<file path="src/rtl/ub_port_arbiter.sv">
// Round-robin arbiter sharing the single-port Unified Buffer SRAM between the host/DMA path (r0)
// and the systolic-array path (r1); read data returns to its issuer one cycle after acceptance.
module ub_port_arbiter #(
  parameter int unsigned ADDRESSSIZE = 15,
  parameter int unsigned WORDSIZE    = 64
) (
  input  logic                   clk,
  input  logic                   rst,
  input  logic                   r0_req_valid,
  output logic                   r0_req_ready,
  input  logic                   r0_req_we,
  input  logic [ADDRESSSIZE-1:0] r0_req_addr,
  input  logic [WORDSIZE-1:0]    r0_req_wdata,
  output logic                   r0_rsp_valid,
  output logic [WORDSIZE-1:0]    r0_rsp_data,
  input  logic                   r1_req_valid,
  output logic                   r1_req_ready,
  input  logic                   r1_req_we,
  input  logic [ADDRESSSIZE-1:0] r1_req_addr,
  input  logic [WORDSIZE-1:0]    r1_req_wdata,
  output logic                   r1_rsp_valid,
  output logic [WORDSIZE-1:0]    r1_rsp_data,
  output logic                   sram_write_enable,
  output logic [ADDRESSSIZE-1:0] sram_address,
  output logic [WORDSIZE-1:0]    sram_data_in,
  input  logic [WORDSIZE-1:0]    sram_data_out
);

  logic       prio_q, prio_d;
  logic [1:0] rsp_pend_q, rsp_pend_d;
  logic       gnt0, gnt1;

  always_comb begin
    gnt0 = 1'b0;
    gnt1 = 1'b0;
    if (!rst) begin
      if (r0_req_valid && r1_req_valid) begin
        gnt0 = ~prio_q;
        gnt1 = prio_q;
      end else begin
        gnt0 = r0_req_valid;
        gnt1 = r1_req_valid;
      end
    end
  end

  assign r0_req_ready = gnt0;
  assign r1_req_ready = gnt1;

  // With no grant the SRAM sees an all-zero read; its data is never forwarded.
  always_comb begin
    sram_write_enable = 1'b0;
    sram_address      = '0;
    sram_data_in      = '0;
    if (gnt0) begin
      sram_write_enable = r0_req_we;
      sram_address      = r0_req_addr;
      sram_data_in      = r0_req_wdata;
    end else if (gnt1) begin
      sram_write_enable = r1_req_we;
      sram_address      = r1_req_addr;
      sram_data_in      = r1_req_wdata;
    end
  end

  always_comb begin
    prio_d = prio_q;
    if (gnt0) begin
      prio_d = 1'b1;
    end else if (gnt1) begin
      prio_d = 1'b0;
    end
    rsp_pend_d = {gnt1 & ~r1_req_we, gnt0 & ~r0_req_we};
  end

  always_ff @(posedge clk or posedge rst) begin
    if (rst) begin
      prio_q     <= 1'b0;
      rsp_pend_q <= 2'b00;
    end else begin
      prio_q     <= prio_d;
      rsp_pend_q <= rsp_pend_d;
    end
  end

  assign r0_rsp_valid = rsp_pend_q[0];
  assign r1_rsp_valid = rsp_pend_q[1];
  assign r0_rsp_data  = rsp_pend_q[0] ? sram_data_out : '0;
  assign r1_rsp_data  = rsp_pend_q[1] ? sram_data_out : '0;

endmodule

</file>
<file path="config.mk">
export PLATFORM = sky130hd
export DESIGN_NAME = ub_port_arbiter
export DESIGN_NICKNAME = d
export VERILOG_FILES = /design/src/rtl/ub_port_arbiter.sv
export SDC_FILE = /design/constraint.sdc
export NUM_CORES = 1
export LEC_CHECK = 0
export CAP_MARGIN = 10
export CELL_PAD_IN_SITES_DETAIL_PLACEMENT = 1
export CELL_PAD_IN_SITES_GLOBAL_PLACEMENT = 1
export CORE_AREA = 2 2 173 175
export CTS_CLUSTER_SIZE = 40
export DETAILED_ROUTE_END_ITERATION = 6
export DIE_AREA = 0 0 175 177
export PLACE_DENSITY_LB_ADDON = 0.1
export SKIP_LAST_GASP = 1
export SLEW_MARGIN = 0
export SYNTH_ARGS = -nofsm -noshare
export SYNTH_HDL_FRONTEND = slang
export SYNTH_SLANG_ARGS = --single-unit
</file>
<file path="constraint.sdc">
create_clock -name clk -period 2.15 [get_ports clk]
set_clock_uncertainty 0.05 [all_clocks]
set_input_delay 0.645 -clock clk [delete_from_list [all_inputs] [get_ports clk]]
set_output_delay 0.645 -clock clk [all_outputs]
set_load 0.01 [all_outputs]
</file>
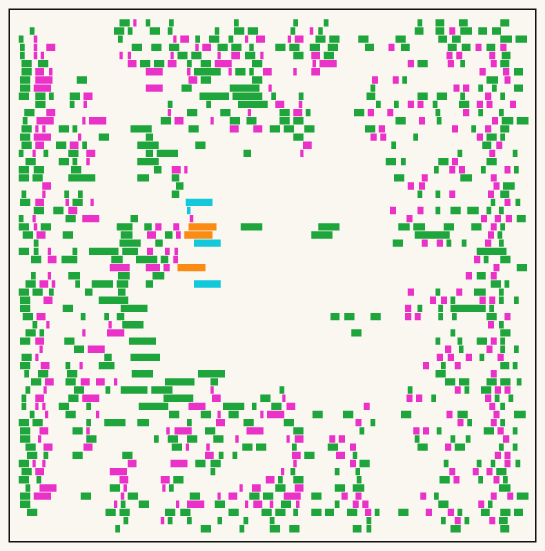
*Placed cells, one colour a class*
Drawn at 3 px/um.
Key: orange = flops [cells 3, share of their area 1.2%]; green = other buffers and delay cells [cells 498, share of their area 67%]; cyan = clock drivers and dummy loads [cells 4, share of their area 1.2%]; magenta = combinational and other logic [cells 300, share of their area 31%]
core box area: 29,200 um^2
post-layout instance area: 7260 um^2
flop share of the area: 1.09%
fin util: 24.8%
# rows: 63

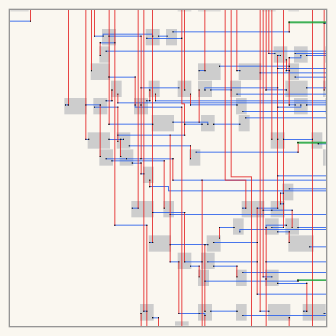
*Close-up of the layout*
Window x 106 to 156, y 108 to 158 um. Cells in grey, sequential cells in the stronger grey; small squares are vias.
Key: green = metal 3; red = metal 2; blue = metal 1
Most frequent: and2_1 (23), buf_2 (17), clkdlybuf4s50_1 (10). Sequential cells in the window: 0. 53 logic cells have their middle in the window.

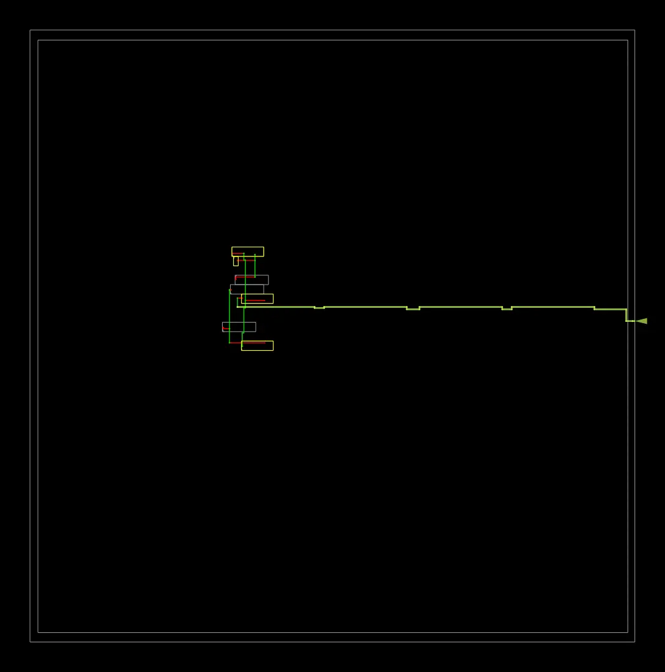
*Clock wiring as the flow saved it*
CTS buffer count: 3
flip-flops: 3
clk_lat worst skew: 0.22 ns
count of clock tree sinks: 3
P_clk: 0.296 mW

==> impl_metrics.yaml <==
# flow metrics
cells_and_area:
  area_growth_pct: 209
  n_fill_cell: 3535
  layout.nets: 1034
  drive_gt1_share_pct: 36.1
floorplanning:
  fp-utilization_pct: 8.02
  dieArea_um2: 31000
  ioPinCount: 440
pwr:
  p_int_mw: 1.29
  p_comb_share_pct: 81.9
  switching_share_pct: 36.7
  pwr-share-seq_pct: 3.6
  powerDensity_nw_per_um2: 281
  p_clk_share_pct: 14.5
  vdd_ir_drop_max_v: 0.000170
  p_leak_nw: 3.35
  p_sw_mw: 0.750
clock_network:
  ctsHoldBuffers: 0
  post_cts_resized: 836
  h-tree-depth: 1
  cts_tree: "yes"
  root_buffer: "clkbuf_16"
  cts_buffer_depth: 2
  clk_pin_slew_ns: 0.03
  cts_setup_buffers: 13
yosys:
  syn-cell-area_um2: 2350
  ys_warn_count: 0
  top_cell_area_share_pct: 34.1
  yosysMostFrequentCell: "and2_1"
  top_cells_by_area: "and2_1 34%, a32oi_1 30%, nor2_1 13%, buf_8 5.1%, buf_6 4.8%"
  edf_count: 0
  yosysChipArea_um2: 2350
  top_cells_by_count: "128 x and2_1, 81 x nor2_1, 80 x a32oi_1"
  ys_seq_share_pct: 3.20
  largest_area_cell: "and2_1"
  ff_type: "dfrtp_1"
  yosysUniqueCellTypes: 19
  synthCells: 353
  ys_ff: 3
  ys_cells: 353
  syn-num-nets: 581
  synth.avg_cell_area_um2: 6.65
  synthArstFlopShare_pct: 100
critical_path:
  crit_path_cell_trace: "buf_6 > buf_6 > nand2b_4 > buf_4 > clkbuf_16 > a32oi_2 > nor2_1 > buf_2"
  cp_slowest_cell: "a32oi_2"
  cp.depth: 8
  max_stage_delay_ns: 0.21
  critPathLaunch: "r0_req_valid"
  r2r_start: "prio_q$_DFFE_PP0P_"
  r2r-end: "rsp_pend_q[1]$_DFF_PP0_"
  reg2reg_slack_ns: 0.98
  endpoint_kind: "primary output"
  start_kind: "input port"
  cp_max_fo: 8
  crit_family: "buffers and inverters"
  cp.arrival_ns: 1.67
  reg2reg_depth: 4
  critPathKind: "input port to primary output"
  endpoint: "sram_data_in[28]"
  cp.required_ns: 1.45
  cp.buffers_inverters: 5
  crit_top_cell: "buf_6"
sta:
  fmax_ghz: 0.423
  tightestPinTransition_ns: 0.356
  rsz0062_at_grt: "true"
  relSlewSlack_pct: 76.3
  finalClockPeriodUsage_pct: 110
  hold_viol: 0
  setup_slack_ns: -0.217
  setup_violations: 82
  slew_viol_final: 0
  final.min_clock_period_ns: 2.37
status:
  status: "finished, violations left"
  failed_checks: "negative setup slack"
routing:
  drt_iter0_markers: 94
  drtAntennaViolNets: 0
  viasPerCell: 3.87
  first_pass_iters: 4
  wl_per_cell_um: 19.2
  route.detailed.drc: 0
grt:
  grt_max_degree: 34
  grtUsageMet3_pct: 4.47
  grt_pass1_vias: 4963
  overflow: 0
  grt_usage_pct: 13.5
  antenna_found_initial: 2
  grt.met2_usage_pct: 26.5
  grt_pass1_wl_um: 31700
  grt_util_met1_pct: 14.0
  top_usage_layer: "met2"
worst_hold_path:
  min_path_type: "input port to asynchronous set/reset pin"
placement:
  place_ws_ns: -1.06
  gp_congestion: 0.850
  dpl.hpwl_um: 16700
run:
  cap_viol_max_count: 0
  warnings: 28
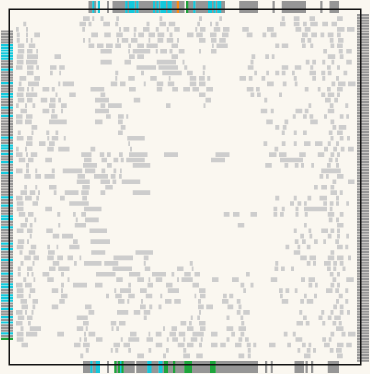
*Pin placement*
Drawn at 2 px/um. Pins as bars across the die edge, other pins in grey.
Key: orange = sram_write_enable [pins 1, direction output, edge north]; green = r0_req_addr [pins 15, direction input, edge 13 south, 1 north, 1 west]; cyan = r1_req_wdata [pins 64, direction input, edge 36 west, 20 north, 8 south]
die y size: 177 um
Die X: 175 um
Port Buffer Count: 439

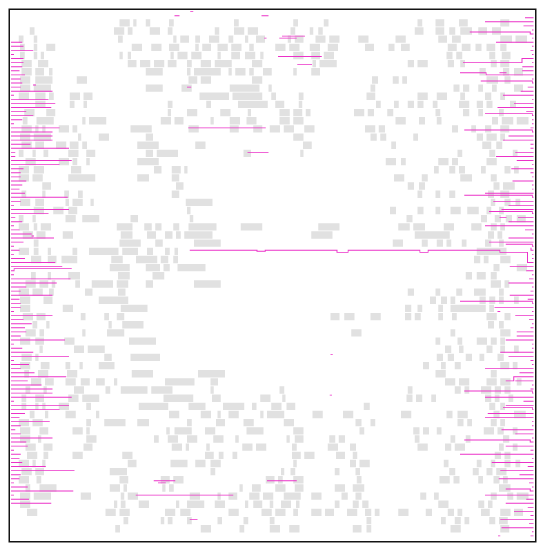
*Signal wires on met3*
Drawn at 3 px/um.
The longest straight run is 32.2 um. The layer holds 8.4% of the routed length. The layer carries 1,930 um of wire.
Via Count: 4,623
routed wire length: 22,900 um

[sequential cells by signal, indices dropped and copies added (netlist names)]
| signal | flops |
|---|---|
| rsp_pend_q | 2 |
| prio_q | 1 |
[routing by layer]
metal	vias up	share of wire, %
met1	2163	37
met2	276	54
li1	2170	-
met4	0	1.3
met3	14	8.4
met5	-	0
[placed cells by master, fill, tap and decap left out, types with 9 or more instances in the layout]
master	n
buf_16	11
nor2_1	80
a32oi_2	23
and2_1	127
clkbuf_16	9
buf_12	15
a32oi_1	57
buf_4	18
clkdlybuf4s15_2	17
buf_2	174
clkdlybuf4s50_1	209
dlygate4sd2_1	32
[kinds of logic after synthesis]
family,after synthesis,synth area share [%]
and+or+nand+nor,216,48.9
DFF,3,3.20
buffers and inverters,51,17.1
AOI/OAI and AO/OA,83,30.8
[power by group through the flow]
stage	registers (mW)	clock network [mW]	logic [mW]
after floorplan	0.0685	0	0.540
after global placement	0.0718	0	1.39
after detailed placement	0.0718	0	1.41
after CTS	0.0754	0.303	1.59
after global routing	0.0760	0.306	1.79
final	0.0743	0.296	1.67
[per-stage QoR]
stage                     instance area [um^2]  TNS (ns)  hold slack (ns)  instances  power [mW]
final                                     7260    -14.17            0.425       1196        2.04
after global routing                      7260    -19.33            0.452       1196        2.17
after CTS                                 7080    -14.08            0.437       1184        1.97
after detailed placement                  7080   -123.47            0.575       1154        1.48
after global placement                    7080   -119.39            0.551       1154        1.47
after floorplan                           2350         0            0.473        353       0.609
[layout make-up]
type	count	area, um^2	share of cell area, %
diodes	1	2.50	0.0345
clock buffers	4	78.8	1.09
inverters	1	3.75	0.0517
multi-input cells	299	2060	28.4
flip-flops and latches	3	78.8	1.09
well taps	390	488	6.73
repair buffers	498	4540	62.6
[tightest hold or removal path, delay by kind of cell]
kind / cells / cell delay, ns
buffers and inverters: 3 / 0.38
Power figures rest on the tool's default switching activity, not on a simulated workload.
